[config.mk]
export PLATFORM = sky130hd
export DESIGN_NAME = lane_training_fsm
export DESIGN_NICKNAME = d
export VERILOG_FILES = /design/src/rtl/lane_training_fsm.sv
export SDC_FILE = /design/constraint.sdc
export NUM_CORES = 1
export LEC_CHECK = 0
export CELL_PAD_IN_SITES_DETAIL_PLACEMENT = 2
export CELL_PAD_IN_SITES_GLOBAL_PLACEMENT = 2
export CORE_MARGIN = 2
export CORE_UTILIZATION = 27
export CTS_CLUSTER_DIAMETER = 80
export DETAILED_ROUTE_END_ITERATION = 8
export MAX_ROUTING_LAYER = met4
export PLACE_DENSITY_LB_ADDON = 0.2
export SETUP_SLACK_MARGIN = 0.4
export SKIP_LAST_GASP = 1
export SYNTH_ARGS = -nofsm -noshare
export SYNTH_HDL_FRONTEND = slang
export SYNTH_SLANG_ARGS = --single-unit
[constraint.sdc]
create_clock -name sb_clk -period 1.9 [get_ports sb_clk]
set_input_delay 0.285 -clock sb_clk [delete_from_list [all_inputs] [get_ports sb_clk]]
set_output_delay 0.285 -clock sb_clk [all_outputs]
set_load 0.02 [all_outputs]
[src/rtl/lane_training_fsm.sv]
// Lane initialisation sequencer on the sideband clock: DISCONNECTED -> TRAINING -> GEN4_TS1 -> GEN4_TS2 -> CL0.
// Define LANE_FSM_ERR_CNT_EN to build the saturating training-error counter on err_cnt.
module lane_training_fsm #(
    parameter int SYNC_STAGES = 2
) (
    input  logic       sb_clk,
    input  logic       rst,
    input  logic       tdisconnect_tx_min,
    input  logic       tdisabled_min,
    input  logic       tgen4_ts1_timeout,
    input  logic       tgen4_ts2_timeout,
    input  logic       tdisconnect_rx_min,
    input  logic       tconnect_rx_min,
    input  logic       ttraining_error_timeout,
    input  logic       disable_req,
    input  logic       sb_done,
    input  logic       ts1_done,
    input  logic       ts2_done,
    output logic       disconnected_s,
    output logic       fsm_disabled,
    output logic       fsm_training,
    output logic       ts1_gen4_s,
    output logic       ts2_gen4_s,
    output logic       sbtx,
    output logic       cl0_s,
    output logic       train_err,
    output logic [2:0] state,
    output logic [7:0] err_cnt
);

    // state | meaning
    // DISC 0 SBTX low, waiting for connect | TRAIN 1 sideband training | TS1 2 / TS2 3 ordered sets | CL0 4 link up | DIS 5 SBTX low, disabled
    typedef enum logic [2:0] {
        ST_DISC  = 3'd0,
        ST_TRAIN = 3'd1,
        ST_TS1   = 3'd2,
        ST_TS2   = 3'd3,
        ST_CL0   = 3'd4,
        ST_DIS   = 3'd5
    } state_t;

    state_t     state_q, state_d;
    logic [3:0] sync_q [SYNC_STAGES];
    logic [2:0] edge_prev_q;
    logic [2:0] stb;
    logic       sync_tx_min;
    logic       dis_stb, ts1_to_stb, ts2_to_stb;
    logic       tx_met_q, dis_met_q;
    logic       tx_met, dis_met;
    logic       timeout_cond, timeout_hit;

    // bit 0 is a level; bits 3:1 are edge-detected into single-cycle strobes
    always_ff @(posedge sb_clk) begin
        if (rst) begin
            for (int i = 0; i < SYNC_STAGES; i++) sync_q[i] <= '0;
            edge_prev_q <= '0;
        end else begin
            sync_q[0] <= {tgen4_ts2_timeout, tgen4_ts1_timeout, tdisabled_min, tdisconnect_tx_min};
            for (int i = 1; i < SYNC_STAGES; i++) sync_q[i] <= sync_q[i-1];
            edge_prev_q <= sync_q[SYNC_STAGES-1][3:1];
        end
    end

    assign sync_tx_min = sync_q[SYNC_STAGES-1][0];
    assign stb         = sync_q[SYNC_STAGES-1][3:1] & ~edge_prev_q;
    assign dis_stb     = stb[0];
    assign ts1_to_stb  = stb[1];
    assign ts2_to_stb  = stb[2];

    always_comb begin
        state_d      = state_q;
        timeout_hit  = 1'b0;
        timeout_cond = 1'b0;
        tx_met       = tx_met_q  | ((state_q == ST_DISC) & sync_tx_min);
        dis_met      = dis_met_q | ((state_q == ST_DIS) & dis_stb);
        case (state_q)
            ST_TRAIN: timeout_cond = ttraining_error_timeout;
            ST_TS1:   timeout_cond = ts1_to_stb;
            ST_TS2:   timeout_cond = ts2_to_stb;
            default:  timeout_cond = 1'b0;
        endcase
        if (disable_req && state_q != ST_DIS) begin
            state_d = ST_DIS;
        end else if (tdisconnect_rx_min && (state_q inside {ST_TRAIN, ST_TS1, ST_TS2, ST_CL0})) begin
            state_d = ST_DISC;
        end else if (timeout_cond) begin
            state_d     = ST_DISC;
            timeout_hit = 1'b1;
        end else begin
            case (state_q)
                ST_DISC:  if (tx_met && tconnect_rx_min) state_d = ST_TRAIN;
                ST_TRAIN: if (sb_done)  state_d = ST_TS1;
                ST_TS1:   if (ts1_done) state_d = ST_TS2;
                ST_TS2:   if (ts2_done) state_d = ST_CL0;
                ST_CL0:   state_d = ST_CL0;
                ST_DIS:   if (!disable_req && dis_met) state_d = ST_DISC;
                default:  state_d = ST_DISC;
            endcase
        end
    end

    always_ff @(posedge sb_clk) begin
        if (rst) begin
            state_q        <= ST_DISC;
            tx_met_q       <= 1'b0;
            dis_met_q      <= 1'b0;
            disconnected_s <= 1'b1;
            fsm_disabled   <= 1'b0;
            fsm_training   <= 1'b0;
            ts1_gen4_s     <= 1'b0;
            ts2_gen4_s     <= 1'b0;
            sbtx           <= 1'b0;
            cl0_s          <= 1'b0;
            train_err      <= 1'b0;
        end else begin
            state_q        <= state_d;
            tx_met_q       <= (state_q == ST_DISC && state_d == ST_DISC) ? tx_met : 1'b0;
            dis_met_q      <= (state_q == ST_DIS && state_d == ST_DIS) ? dis_met : 1'b0;
            disconnected_s <= (state_d == ST_DISC);
            fsm_disabled   <= (state_d == ST_DIS);
            fsm_training   <= (state_d == ST_TRAIN);
            ts1_gen4_s     <= (state_d == ST_TS1);
            ts2_gen4_s     <= (state_d == ST_TS2);
            sbtx           <= !(state_d == ST_DISC || state_d == ST_DIS);
            cl0_s          <= (state_d == ST_CL0);
            train_err      <= timeout_hit;
        end
    end

    assign state = state_q;

`ifdef LANE_FSM_ERR_CNT_EN
    logic [7:0] err_cnt_q;

    always_ff @(posedge sb_clk) begin
        if (rst) begin
            err_cnt_q <= '0;
        end else if (timeout_hit && err_cnt_q != 8'hFF) begin
            err_cnt_q <= err_cnt_q + 8'd1;
        end
    end

    assign err_cnt = err_cnt_q;
`else
    assign err_cnt = '0;
`endif

endmodule

Figure 1. PDN straps and rails.
The bar under the picture is 20 um long. Pins as bars on the die edge.
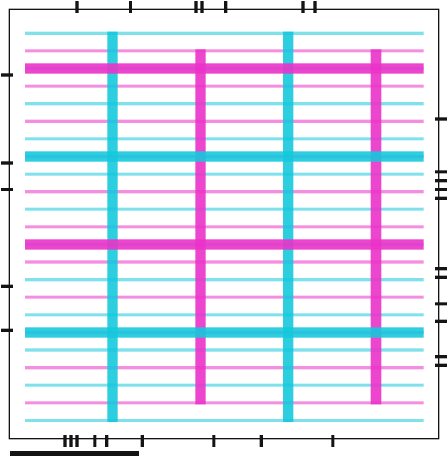
colour	net
cyan	VSS
magenta	VDD
met1 rails	23
met5 straps	4
signal pins	32

Figure 2. Placed cells, one colour a class.
The bar under the picture is 20 um long.
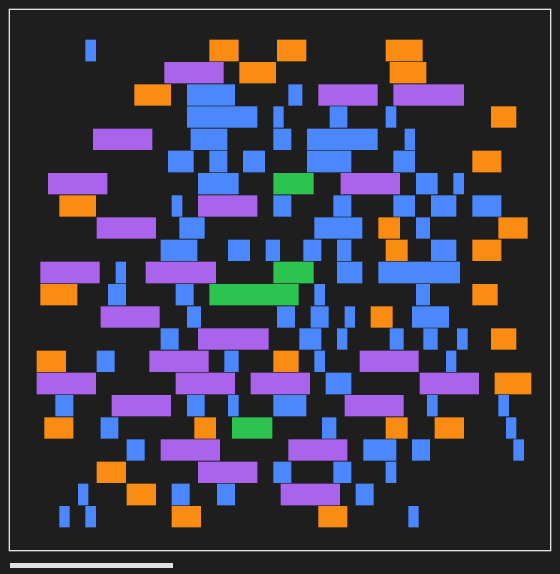
colour	class	cells	share of their area
purple	registers	24	35%
orange	remaining buffers and delay cells	28	20%
green	clock drivers and dummy loads	4	5.0%
blue	remaining logic cells	80	41%

==> ci_impl_report.md <==
### Yosys + OpenROAD results

| Metric | Value |
|---|---|
| Most flop-heavy register | sync_q |
| Cell row count | 22 |
| WHS | 445.5 ps |
| Met3 GRT Util | 3.237% |
| Fraction of area in multi-input gates | 37.75% |
| Status | finished, final reports clean |
| HP Start | sync_q[0][2] |
| Register area share after synthesis | 46.04% |
| CP max stage cell | dfxtp_4 |
| Die Span Y | 66.17 um |
| Htree depth | 1 |
| Worst-path fanout max | 6 |
| Worst Reg-to-Reg Cells | 5 |
| Initial Utilization | 28.29% |
| Met2 wire len | 1.285 mm |
| Post-synth top area cell | dfxtp_1 |
| Post-CTS setup buffers | 0 |
| DRT iter0 DRCs | 14 |
| Crit-path leading delay family | AND-OR/OR-AND gates |
| Crit path DAT | 1710 ps |
| Clk. pwr | 453 uW |
| DP HPWL | 1.871 mm |
| Flop share of the area | 33.19% |
| Vias in the first global route | 866 |
| Fa+ha+maj area frac | 0% |
| Flop count | 24 |
| Final core occ | 40.16% |
| Clock network latency to the later pin of the worst-skew pair | 270 ps |
| Simple-Gate Area Share | 27.70% |
| Tap cells | 48 |
| Dominant logic cell types in the final layout | 21 x dfxtp_1, 12 x nor2b_1, 12 x clkdlybuf4s50_1 |
| Sequential power | 541 uW |
| Min Clock Period, post-route | 1523 ps |
| Final Max-Slew Violation Tally | 0 |
| Worst setup endpoint | cl0_s |
| CTS sink count | 24 |
| Buf/Inv on CP | 0 |
| Max reg flops | 8 |
| Yosys warnings | 0 |
| Clk slew on worst S/H paths | 90 ps |
| Max Fclk | 0.6567 GHz |
| Yosys Chip Area | 0.001044 mm^2 |
| NetSw | 321.8 uW |
| GR Overflow Total | 0 |
| Post-DRT Antenna Nets | 0 |
| M2 GR Usage | 22.13% |
| First-pass detailed-route iteration total | 3 |
| Max-cap viol count | 0 |
| Setup tns final | 0 ps |
| Via count | 829 |
| Synth logic family | simple AND/OR/NAND/NOR gates |
| Placed cell areas | 0.001296 mm^2 |
| IO buf count | 23 |
| CTS Buf Count | 3 |
| Yosys top cell by instances | dfxtp_1 |
| DRT met1 WL | 1.127 mm |
| Diode count | 0 |
| Cell Pwr Density | 833.8 mW/mm^2 |
| Hold path endpoint | sync_q[0][6] |
| Logic cell area | 559.3 um^2 |
| Largest net degree at the start of global routing | 16 |
| Nonclk inv count | 5 |
| Crit. Startpoint | state[0] |
| Sequential share of power | 43.8% |
| # Cells Yosys | 109 |
| Post-route cell area | 0.001481 mm^2 |
| Pleak | 0.0006689 uW |
| Clock Path Buffers | 2 |
| Vias per cell | 4.505 |
| Layout cells sized above 1 | 23.53% |
| Post-synth cell types | 36 |
| Met1 GRT Util | 15.53% |
| Ao+oa area frac | 15.35% |
| Non-Filler Instances | 184 |
| # resized after CTS | 16 |
Power is estimated from default activity; no workload was simulated.
